[src/rtl/decimal_to_bcd_encoder_if.sv]
// Bundle for the decimal-to-BCD encoder: one-hot digit lines in, registered
// BCD code with presence and multi-hot flags out.
interface decimal_to_bcd_encoder_if;
    logic [9:0] decimal_in;
    logic [3:0] bcd_out;
    logic       valid_out;
    logic       multi_hot_err;

    modport master (
        output decimal_in,
        input  bcd_out,
        input  valid_out,
        input  multi_hot_err
    );

    modport slave (
        input  decimal_in,
        output bcd_out,
        output valid_out,
        output multi_hot_err
    );
endinterface

[src/rtl/decimal_to_bcd_encoder.sv]
// Registered 10-line decimal to BCD encoder. The highest set line wins, and
// any input with two or more lines set is flagged for that sample only.
module decimal_to_bcd_encoder (
    input  logic                      clk,
    input  logic                      rst_n,
    decimal_to_bcd_encoder_if.slave   bus
);
    logic [3:0] bcd_d, bcd_q;
    logic       valid_d, valid_q;
    logic       multi_d, multi_q;

    // Later iterations override earlier ones, so the highest set bit wins.
    // Every result is an index 0..9, so codes 10..15 cannot appear.
    always_comb begin
        bcd_d = 4'd0;
        for (int i = 0; i < 10; i++) begin
            if (bus.decimal_in[i]) begin
                bcd_d = 4'(i);
            end
        end
    end

    // Clearing the lowest set bit leaves something behind only when two or
    // more bits were set.
    assign valid_d = |bus.decimal_in;
    assign multi_d = |(bus.decimal_in & (bus.decimal_in - 10'd1));

    always_ff @(posedge clk) begin
        if (!rst_n) begin
            bcd_q   <= 4'd0;
            valid_q <= 1'b0;
            multi_q <= 1'b0;
        end else begin
            bcd_q   <= bcd_d;
            valid_q <= valid_d;
            multi_q <= multi_d;
        end
    end

    assign bus.bcd_out       = bcd_q;
    assign bus.valid_out     = valid_q;
    assign bus.multi_hot_err = multi_q;
endmodule

[src/flat_wrapper.sv]
// flat-port wrapper written by rule: the top's interface ports become plain ports
module decimal_to_bcd_encoder_flat 
  (clk, rst_n, bus_decimal_in, bus_bcd_out, bus_valid_out, bus_multi_hot_err);
  decimal_to_bcd_encoder_if bus_i ();
  input  logic clk;
  input  logic rst_n;
  input wire logic [$bits(bus_i.decimal_in)-1:0] bus_decimal_in;
  output wire logic [$bits(bus_i.bcd_out)-1:0] bus_bcd_out;
  output wire logic [$bits(bus_i.valid_out)-1:0] bus_valid_out;
  output wire logic [$bits(bus_i.multi_hot_err)-1:0] bus_multi_hot_err;
  assign bus_i.decimal_in = bus_decimal_in;
  assign bus_bcd_out = bus_i.bcd_out;
  assign bus_valid_out = bus_i.valid_out;
  assign bus_multi_hot_err = bus_i.multi_hot_err;
  decimal_to_bcd_encoder u_core (.clk(clk), .rst_n(rst_n), .bus(bus_i));
endmodule
[config.mk]
export PLATFORM = sky130hd
export DESIGN_NAME = decimal_to_bcd_encoder_flat
export DESIGN_NICKNAME = d
export VERILOG_FILES = /design/src/rtl/decimal_to_bcd_encoder_if.sv /design/src/rtl/decimal_to_bcd_encoder.sv /design/src/flat_wrapper.sv
export SDC_FILE = /design/constraint.sdc
export NUM_CORES = 1
export LEC_CHECK = 0
export CORE_AREA = 2 2 39 41
export CTS_CLUSTER_SIZE = 28
export DETAILED_ROUTE_END_ITERATION = 12
export DIE_AREA = 0 0 41 43
export PLACE_DENSITY = 0.64
export SETUP_SLACK_MARGIN = 0.5
export SYNTH_ARGS = -nofsm -noshare
export SYNTH_HDL_FRONTEND = slang
export SYNTH_SLANG_ARGS = --single-unit
export TNS_END_PERCENT = 1
[constraint.sdc]
create_clock -name clk -period 1.85 [get_ports clk]
set_clock_uncertainty 0.15 [all_clocks]
set_input_delay 0.2775 -clock clk [delete_from_list [all_inputs] [get_ports clk]]
set_output_delay 0.2775 -clock clk [all_outputs]
set_load 0.005 [all_outputs]
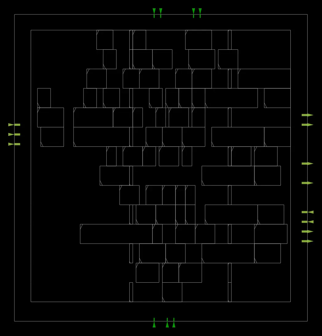
(cell outlines without signal wires)
flop share of the area: 18.9%
fillers: 145
final non-filler cell total: 87
post-layout util: 46.0%

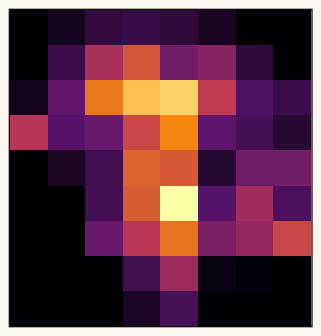
(wiring heat map)
The die is cut into 8 by 9 equal tiles; black is low, pale yellow is high, scaled to the fullest tile. Values are wire area over tile area, all layers added.
The densest ninth of the die: middle. The fullest tile reaches 0.33. The emptiest ninth of the die: bottom left.
Vias: 394
Total Wirelength: 894 um
post-DR wirelength/cell: 10.3 um
Overall Global Routing Usage: 11.5%

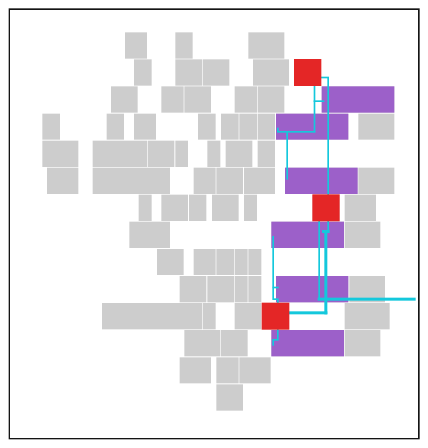
(routed clock nets over the placement)
flip-flops: in purple, count 6. cells driving clock nets: in red, count 3. clock wires: in cyan, length 80.9 um.
There are 4 routed clock nets.
Clk. pwr: 0.115 mW
power share of the clock group: 33.1%

==> results.toml <==
# generated from flow reports
[setup_path]
crit_path_cell_trace = "clkdlybuf4s50_1"
crit_family = "buffers and inverters"

[timing]
slew_headroom_pct = 81.5
worst_slack_ns = 0.402
hold_viol = 0
finalSetupViolCount = 0
slew_violations = 0

[status]
status = "finished, final reports clean"

[pwr]
p_sw_mw = 0.0837
power.internal_mw = 0.263

[finish]
diodes = 0
stdcell_area_sq_um = 637
drive_above_1_share_pct = 35.2

[clock_network]
clock_tree.buffer_depth = 2

[logic_synthesis]
syn_area_sq_um = 322
ys_ff = 6
seq_area_frac_synth_pct = 37.4

[routing]
firstDrtPassIters = 4
vias_per_cell = 4.53

[placed_design]
dp_hpwl_um = 660
dpl_cell_area_sq_um = 579
dp_cells = 81

[grt]
grt_pass1_vias = 363
grt_pass1_wl_mm = 1.35
[final cells by class]
class	count	area, sq um	share of cell area [%]
Sequential cell	6	120	18.9
Inverter	2	7.51	1.18
Tap cell	16	20.0	3.14
Multi-Input combinational cell	31	224	35.2
Timing Repair Buffer	29	243	38.1
Clock buffer	3	22.5	3.54
[per-stage QoR]
| stage | hold WS (ns) | utilization (%) |
|---|---|---|
| after detailed placement | 0.771 | 41.9 |
| after global routing | 0.301 | 46.0 |
| after global placement | 0.791 | 41.9 |
| final | 0.278 | 46.0 |
| after CTS | 0.353 | 44.8 |
| after floorplan | 0.230 | - |
[what timing repair did]
item	in CTS	in global routing
buffers inserted	2	1
resized	14	10
pin swaps	3	2
endpoints found under the setup margin	8	7
[worst max-delay path by stage]
stage	startpoint	endpoint	slack [ns]	cells past startpoint
5_1_grt	bus_decimal_in[2]	u_core.bus.multi_hot_err	0.32	6
6_report	u_core.bus.bcd_out[1]	bus_bcd_out[1]	0.40	1
4_1_cts	bus_decimal_in[5]	u_core.bus.multi_hot_err	0.38	6
3_3_place_gp	bus_decimal_in[4]	u_core.bus.multi_hot_err	-0.11	6
2_1_floorplan	bus_decimal_in[4]	u_core.bus.multi_hot_err	0.49	5
3_5_place_dp	bus_decimal_in[4]	u_core.bus.multi_hot_err	-0.15	6
[Yosys cell counts]
master / count / area (sq um)
o21bai_1: 1 / 7.51
or3_1: 1 / 6.26
a2111oi_0: 1 / 8.76
inv_1: 2 / 7.51
a41oi_1: 1 / 8.76
nor3_1: 1 / 5.00
a21oi_1: 6 / 30.0
or2b_1: 1 / 7.51
dfxtp_1: 6 / 120
o22ai_1: 1 / 6.26
a21boi_0: 1 / 7.51
o31ai_1: 1 / 7.51
nand2_1: 3 / 11.3
o21a_1: 1 / 7.51
nor2b_1: 1 / 6.26
o21ai_0: 1 / 5.00
a2111oi_2: 1 / 15.0
nor2_1: 7 / 26.3
nor4_4: 1 / 21.3
nor4_1: 1 / 6.26
[state kept, by name, summed over array words and instances (netlist names)]
register,cells
u_core.bus.valid_out,1
u_core.bus.multi_hot_err,1
u_core.bus.bcd_out,4
[routing by layer]
layer	global-route usage (%)	part of all wire, %	up-vias
met1	12.4	36	169
met3	1.57	5.8	2
met4	10.0	0.89	0
met2	18.1	57	13
li1	-	-	210
met5	0	0	-
[kinds of logic after synthesis]
| group | Yosys count | synth area share (%) |
|---|---|---|
| AOI/OAI and AO/OA | 15 | 32.3 |
| buffers and inverters | 2 | 2.34 |
| DFF | 6 | 37.4 |
| and+or+nand+nor | 16 | 28.0 |
[cells in the final DEF (no fill, tap or decap), drive strengths merged]
master / Yosys / layout
o21a: 1 / 1
or2b: 1 / 1
nor3: 1 / 1
nor2: 7 / 7
a21boi: 1 / 1
clkdlybuf4s50: 0 / 8
dfxtp: 6 / 6
clkdlybuf4s15: 0 / 1
a2111oi: 2 / 2
dlymetal6s2s: 0 / 1
inv: 2 / 2
clkbuf: 0 / 6
o31ai: 1 / 1
or3: 1 / 1
buf: 0 / 12
nor4: 2 / 2
a41oi: 1 / 1
a21oi: 6 / 6
o22ai: 1 / 1
nor2b: 1 / 1
o21ai: 1 / 1
dlygate4sd2: 0 / 4
o21bai: 1 / 1
nand2: 3 / 3
Power is estimated from default activity; no workload was simulated.
